$ cat src/rtl/branching_flags_pkg.sv
// rtl/branching_flags_pkg.sv - flag bit map and widths shared by the branch flag unit
package branching_flags_pkg;

    localparam int COND_WIDTH     = 8;

    localparam int FLAG_ALWAYS    = 0;
    localparam int FLAG_ZERO      = 1;
    localparam int FLAG_NONZERO   = 2;
    localparam int FLAG_POSITIVE  = 3;
    localparam int FLAG_NEGATIVE  = 4;
    localparam int FLAG_CUSTOM    = 5;
    localparam int FLAG_UNCHANGED = 6;
    localparam int FLAG_EVEN      = 7;

    typedef logic [COND_WIDTH-1:0] flags_t;

endpackage

$ cat src/rtl/branching_flags_threaded_if.sv
// rtl/branching_flags_threaded_if.sv - result, config and flag-read signals of the flag unit
interface branching_flags_threaded_if #(
    parameter int WORD_WIDTH        = 36,
    parameter int THREAD_ADDR_WIDTH = 3
);
    import branching_flags_pkg::*;

    logic [WORD_WIDTH-1:0]        R_prev;
    logic                         R_valid;
    logic [THREAD_ADDR_WIDTH-1:0] R_thread;
    logic [THREAD_ADDR_WIDTH-1:0] rd_thread;
    flags_t                       flags;
    logic                         flags_valid;
    logic                         cfg_we;
    logic [THREAD_ADDR_WIDTH-1:0] cfg_thread;
    logic [WORD_WIDTH-1:0]        cfg_mask;
    logic [WORD_WIDTH-1:0]        cfg_match;

    modport master (
        output R_prev, R_valid, R_thread, rd_thread,
        output cfg_we, cfg_thread, cfg_mask, cfg_match,
        input  flags, flags_valid
    );

    modport slave (
        input  R_prev, R_valid, R_thread, rd_thread,
        input  cfg_we, cfg_thread, cfg_mask, cfg_match,
        output flags, flags_valid
    );

endinterface

$ cat src/rtl/branching_flags_eval.sv
// rtl/branching_flags_eval.sv - combinational flag vector for one result word
module branching_flags_eval
    import branching_flags_pkg::*;
#(
    parameter int WORD_WIDTH = 36
) (
    input  logic [WORD_WIDTH-1:0] r_i,
    input  logic [WORD_WIDTH-1:0] mask_i,
    input  logic [WORD_WIDTH-1:0] match_i,
    input  logic [WORD_WIDTH-1:0] last_r_i,
    input  logic                  last_valid_i,
    output flags_t                flags_o
);

    always_comb begin
        flags_o                 = '0;
        flags_o[FLAG_ALWAYS]    = 1'b1;
        flags_o[FLAG_ZERO]      = (r_i == '0);
        flags_o[FLAG_NONZERO]   = (r_i != '0);
        flags_o[FLAG_POSITIVE]  = ~r_i[WORD_WIDTH-1];
        flags_o[FLAG_NEGATIVE]  = r_i[WORD_WIDTH-1];
        // An all-zero mask would match everything; treat it as "not configured".
        flags_o[FLAG_CUSTOM]    = (mask_i != '0) && ((r_i & mask_i) == (match_i & mask_i));
        flags_o[FLAG_UNCHANGED] = last_valid_i && (r_i == last_r_i);
        flags_o[FLAG_EVEN]      = ~r_i[0];
    end

endmodule

$ cat src/rtl/branching_flags_threaded.sv
// rtl/branching_flags_threaded.sv - per-thread branch flag table with stage-1 evaluation
// and a registered, write-first read port.
module branching_flags_threaded
    import branching_flags_pkg::*;
#(
    parameter int WORD_WIDTH        = 36,
    parameter int THREAD_COUNT      = 8,
    parameter int THREAD_ADDR_WIDTH = 3
) (
    input  logic                       clock,
    input  logic                       reset_n,
    branching_flags_threaded_if.slave  bus
);

    function automatic logic in_range(input logic [THREAD_ADDR_WIDTH-1:0] t);
        return int'(t) < THREAD_COUNT;
    endfunction

    logic                         s1_valid_q, s1_valid_d;
    logic [WORD_WIDTH-1:0]        s1_r_q, s1_r_d;
    logic [THREAD_ADDR_WIDTH-1:0] s1_thread_q, s1_thread_d;

    flags_t                       table_q  [THREAD_COUNT];
    logic [WORD_WIDTH-1:0]        last_r_q [THREAD_COUNT];
    logic [WORD_WIDTH-1:0]        mask_q   [THREAD_COUNT];
    logic [WORD_WIDTH-1:0]        match_q  [THREAD_COUNT];
    logic [THREAD_COUNT-1:0]      valid_q;

    flags_t                       flags_q, flags_d;
    logic                         flags_valid_q, flags_valid_d;
    flags_t                       eval_flags;

    branching_flags_eval #(
        .WORD_WIDTH (WORD_WIDTH)
    ) u_eval (
        .r_i          (s1_r_q),
        .mask_i       (mask_q[s1_thread_q]),
        .match_i      (match_q[s1_thread_q]),
        .last_r_i     (last_r_q[s1_thread_q]),
        .last_valid_i (valid_q[s1_thread_q]),
        .flags_o      (eval_flags)
    );

    always_comb begin
        s1_valid_d  = bus.R_valid && in_range(bus.R_thread);
        s1_r_d      = bus.R_prev;
        s1_thread_d = bus.R_thread;
    end

    // Read path: a same-edge table write to the read thread is forwarded.
    always_comb begin
        flags_d       = '0;
        flags_valid_d = 1'b0;
        if (in_range(bus.rd_thread)) begin
            if (s1_valid_q && (s1_thread_q == bus.rd_thread)) begin
                flags_d       = eval_flags;
                flags_valid_d = 1'b1;
            end else begin
                flags_d       = table_q[bus.rd_thread];
                flags_valid_d = valid_q[bus.rd_thread];
            end
        end
    end

    always_ff @(posedge clock) begin
        if (!reset_n) begin
            s1_valid_q    <= 1'b0;
            s1_r_q        <= '0;
            s1_thread_q   <= '0;
            flags_q       <= '0;
            flags_valid_q <= 1'b0;
            valid_q       <= '0;
            for (int i = 0; i < THREAD_COUNT; i++) begin
                table_q[i]  <= '0;
                last_r_q[i] <= '0;
                mask_q[i]   <= '0;
                match_q[i]  <= '0;
            end
        end else begin
            s1_valid_q    <= s1_valid_d;
            s1_r_q        <= s1_r_d;
            s1_thread_q   <= s1_thread_d;
            flags_q       <= flags_d;
            flags_valid_q <= flags_valid_d;
            if (s1_valid_q) begin
                table_q[s1_thread_q]  <= eval_flags;
                last_r_q[s1_thread_q] <= s1_r_q;
                valid_q[s1_thread_q]  <= 1'b1;
            end
            // Evaluation this cycle already read the old mask/match above.
            if (bus.cfg_we && in_range(bus.cfg_thread)) begin
                mask_q[bus.cfg_thread]  <= bus.cfg_mask;
                match_q[bus.cfg_thread] <= bus.cfg_match;
            end
        end
    end

    assign bus.flags       = flags_q;
    assign bus.flags_valid = flags_valid_q;

endmodule
$ cat src/flat_wrapper.sv
// flat-port wrapper written by rule: the top's interface ports become plain ports
module branching_flags_threaded_flat import branching_flags_pkg::*;
#(
    parameter int WORD_WIDTH        = 36,
    parameter int THREAD_COUNT      = 8,
    parameter int THREAD_ADDR_WIDTH = 3
)
  (clock, reset_n, bus_R_prev, bus_R_valid, bus_R_thread, bus_rd_thread, bus_cfg_we, bus_cfg_thread, bus_cfg_mask, bus_cfg_match, bus_flags, bus_flags_valid);
  branching_flags_threaded_if #(.WORD_WIDTH(WORD_WIDTH), .THREAD_ADDR_WIDTH(THREAD_ADDR_WIDTH)) bus_i ();
  input  logic clock;
  input  logic reset_n;
  input wire logic [$bits(bus_i.R_prev)-1:0] bus_R_prev;
  input wire logic [$bits(bus_i.R_valid)-1:0] bus_R_valid;
  input wire logic [$bits(bus_i.R_thread)-1:0] bus_R_thread;
  input wire logic [$bits(bus_i.rd_thread)-1:0] bus_rd_thread;
  input wire logic [$bits(bus_i.cfg_we)-1:0] bus_cfg_we;
  input wire logic [$bits(bus_i.cfg_thread)-1:0] bus_cfg_thread;
  input wire logic [$bits(bus_i.cfg_mask)-1:0] bus_cfg_mask;
  input wire logic [$bits(bus_i.cfg_match)-1:0] bus_cfg_match;
  output wire logic [$bits(bus_i.flags)-1:0] bus_flags;
  output wire logic [$bits(bus_i.flags_valid)-1:0] bus_flags_valid;
  assign bus_i.R_prev = bus_R_prev;
  assign bus_i.R_valid = bus_R_valid;
  assign bus_i.R_thread = bus_R_thread;
  assign bus_i.rd_thread = bus_rd_thread;
  assign bus_i.cfg_we = bus_cfg_we;
  assign bus_i.cfg_thread = bus_cfg_thread;
  assign bus_i.cfg_mask = bus_cfg_mask;
  assign bus_i.cfg_match = bus_cfg_match;
  assign bus_flags = bus_i.flags;
  assign bus_flags_valid = bus_i.flags_valid;
  branching_flags_threaded #(.WORD_WIDTH(WORD_WIDTH), .THREAD_COUNT(THREAD_COUNT), .THREAD_ADDR_WIDTH(THREAD_ADDR_WIDTH)) u_core (.clock(clock), .reset_n(reset_n), .bus(bus_i));
endmodule
$ cat config.mk
export PLATFORM = sky130hd
export DESIGN_NAME = branching_flags_threaded_flat
export DESIGN_NICKNAME = d
export VERILOG_FILES = /design/src/rtl/branching_flags_pkg.sv /design/src/rtl/branching_flags_threaded_if.sv /design/src/rtl/branching_flags_eval.sv /design/src/rtl/branching_flags_threaded.sv /design/src/flat_wrapper.sv
export SDC_FILE = /design/constraint.sdc
export NUM_CORES = 1
export LEC_CHECK = 0
export CORE_MARGIN = 2
export CORE_UTILIZATION = 40
export DETAILED_ROUTE_END_ITERATION = 6
export PLACE_DENSITY = 0.64
export SLEW_MARGIN = 20
export SYNTH_ARGS = -nofsm -noshare
export SYNTH_HDL_FRONTEND = slang
export SYNTH_SLANG_ARGS = --single-unit
$ cat constraint.sdc
create_clock -name clock -period 6.8 [get_ports clock]
set_clock_uncertainty 0.15 [all_clocks]
set_input_delay 0.68 -clock clock [delete_from_list [all_inputs] [get_ports clock]]
set_output_delay 0.68 -clock clock [all_outputs]
set_load 0.005 [all_outputs]
==> images/met1.png <==
Bar = 100 um.
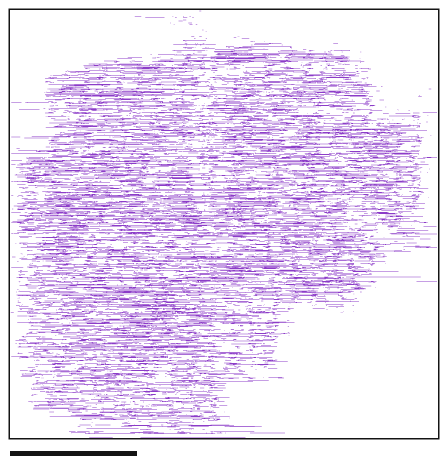
The wires run mostly horizontal. 3192 nets have wire on it. The longest straight run is 125 um.

==> impl_metrics.xml <==
<?xml version="1.0" encoding="UTF-8"?>
<metrics>
  <group name="outcome">
    <metric name="outcome" unit="">completed</metric>
  </group>
  <group name="power_and_ir_drop">
    <metric name="netSwitchingPower" unit="mW">3.30</metric>
    <metric name="power_frac_comb" unit="%">8.2</metric>
    <metric name="irDropWorstVdd" unit="mV">0.193</metric>
    <metric name="pwr.group.clock" unit="mW">5.69</metric>
    <metric name="dominant_power_group" unit="">sequential cells</metric>
    <metric name="power_frac_seq" unit="%">50.9</metric>
    <metric name="leakage" unit="nW">18.7</metric>
    <metric name="combinationalPower" unit="mW">1.14</metric>
    <metric name="pnr_total_power" unit="mW">13.9</metric>
    <metric name="seq_cell_power" unit="mW">7.08</metric>
  </group>
  <group name="routing">
    <metric name="length_of_routed_met2_wiring" unit="um">60000</metric>
    <metric name="dr_wl_met3" unit="um">9450</metric>
    <metric name="post_drt_via_cell_ratio" unit="">5.65</metric>
    <metric name="highest-signal-layer" unit="">met5</metric>
    <metric name="m1WireLength" unit="um">53800</metric>
    <metric name="wire_per_inst" unit="um">26.8</metric>
    <metric name="number_of_violations_reported_at_the_end_of_detailed_routing_iteration_0" unit="">2892</metric>
    <metric name="drt_pass1_iterations" unit="">5</metric>
  </group>
  <group name="job">
    <metric name="number_of_logged_tool_warnings" unit="">30</metric>
  </group>
  <group name="min_path">
    <metric name="min_to" unit="">u_core.s1_r_q[21]$_SDFF_PN0_</metric>
  </group>
  <group name="sta">
    <metric name="setup-violations-final" unit="">0</metric>
    <metric name="finalWorstPathRequiredPeriod" unit="ps">4300</metric>
    <metric name="max_slew_margin" unit="%">26.0</metric>
    <metric name="final_max_slew_viol_count" unit="">0</metric>
    <metric name="final_min_period_over_clock_period" unit="%">63.3</metric>
  </group>
  <group name="final_layout">
    <metric name="final_layout_size_suffix_gt1_share" unit="%">13.2</metric>
    <metric name="clock_tree_cell_share_of_total_cell_area" unit="%">6.72</metric>
    <metric name="layout.sequential_cells" unit="">985</metric>
    <metric name="most-common-layout-cells" unit="">920 x sky130_fd_sc_hd__edfxtp_1, 616 x sky130_fd_sc_hd__and2_1, 299 x sky130_fd_sc_hd__and3_1, 218 x sky130_fd_sc_hd__mux2i_1, 128 x sky130_fd_sc_hd__clkdlybuf4s50_1</metric>
    <metric name="layout.non_clock_buffers" unit="">189</metric>
    <metric name="finish.utilization" unit="%">45.8</metric>
    <metric name="clock_buffers" unit="">143</metric>
    <metric name="layout.nonclk_buf_share" unit="%">3.55</metric>
    <metric name="diodes" unit="">4</metric>
    <metric name="seqAreaFraction" unit="%">57.1</metric>
    <metric name="stdcell_count" unit="">4758</metric>
    <metric name="flop_area" unit="sq um">28900</metric>
    <metric name="area_delta_synth_final" unit="%">13.5</metric>
    <metric name="multi_input_gate_share_of_total_cell_area" unit="%">28.9</metric>
  </group>
  <group name="setup_path">
    <metric name="timing.critical_path.max_delay_family" unit="">buffers and inverters</metric>
    <metric name="criticalPathCategory" unit="">flip-flop to flip-flop</metric>
    <metric name="critical-path-max-stage-delay" unit="ps">670</metric>
    <metric name="startpoint_type" unit="">flip-flop</metric>
    <metric name="end_kind" unit="">flip-flop</metric>
    <metric name="cpMostUsedCell" unit="">sky130_fd_sc_hd__buf_4</metric>
    <metric name="regToRegSetupSlack" unit="ps">2500</metric>
    <metric name="worst-endpoint-required" unit="ps">7050</metric>
    <metric name="timing.rr.end" unit="">u_core.table_q[7][5]$_DFFE_PP_</metric>
  </group>
  <group name="yosys">
    <metric name="synthesis.yosys.warnings" unit="">0</metric>
    <metric name="post_synth_inst_count" unit="">3160</metric>
    <metric name="synth.cellmix.adderShare" unit="%">0</metric>
    <metric name="postSynthNetCount" unit="">3281</metric>
    <metric name="synth_async_reset_ratio" unit="%">0</metric>
    <metric name="synth-area-yosys" unit="sq um">44700</metric>
    <metric name="top_cell_types_by_occurrence_after_synthesis" unit="">920 x sky130_fd_sc_hd__edfxtp_1, 617 x sky130_fd_sc_hd__and2_1, 299 x sky130_fd_sc_hd__and3_1, 218 x sky130_fd_sc_hd__mux2i_1, 195 x sky130_fd_sc_hd__clkbuf_1</metric>
    <metric name="postSynthAreaPerCell" unit="sq um">14.1</metric>
    <metric name="synth.mux.area_fraction" unit="%">11.1</metric>
    <metric name="netlist.top_cell.by_instances" unit="">sky130_fd_sc_hd__edfxtp_1</metric>
    <metric name="post-synth-top-area-cell" unit="">sky130_fd_sc_hd__edfxtp_1</metric>
    <metric name="synth.top_cell.area_share" unit="%">61.8</metric>
  </group>
  <group name="floorplanning">
    <metric name="initial_core_util" unit="%">40.3</metric>
    <metric name="number_of_tapcells" unit="">1488</metric>
    <metric name="chipWidth" unit="um">338</metric>
  </group>
  <group name="global_routing">
    <metric name="grt_first_pass_wirelength" unit="um">187000</metric>
    <metric name="global_route.usage.total" unit="%">21.9</metric>
    <metric name="grt_overflow_total" unit="">0</metric>
    <metric name="grt.busiest_layer" unit="">met2</metric>
    <metric name="first_global_vias" unit="">27100</metric>
  </group>
  <group name="place">
    <metric name="buffer_ports.inserted" unit="">129</metric>
    <metric name="placed_area" unit="sq um">47300</metric>
    <metric name="finalWeightedCongestion" unit="">0.838</metric>
  </group>
  <group name="clock_tree">
    <metric name="worst_skew_pair.late_latency" unit="ps">700</metric>
    <metric name="cts_sinks" unit="">985</metric>
    <metric name="cts_tree" unit="">done</metric>
    <metric name="cts.root.buffer_cell" unit="">sky130_fd_sc_hd__clkbuf_16</metric>
    <metric name="ctsHoldBuffers" unit="">0</metric>
  </group>
</metrics>
==> images/met2.png <==
Bar = 100 um.
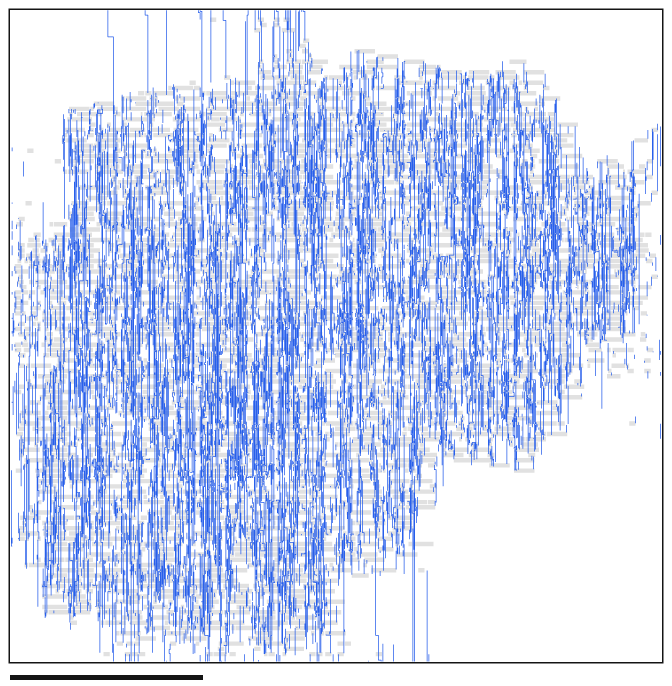
The wires run mostly vertical. The layer carries 60.0 mm of wire. The longest straight run is 109 um. 2605 nets have wire on it. The layer holds 47% of the routed length.
global-route met2 utilization: 35.3%
total wire length: 128000 um
via count: 26900

No activity file was given, so power comes from the tool's default toggle rates.
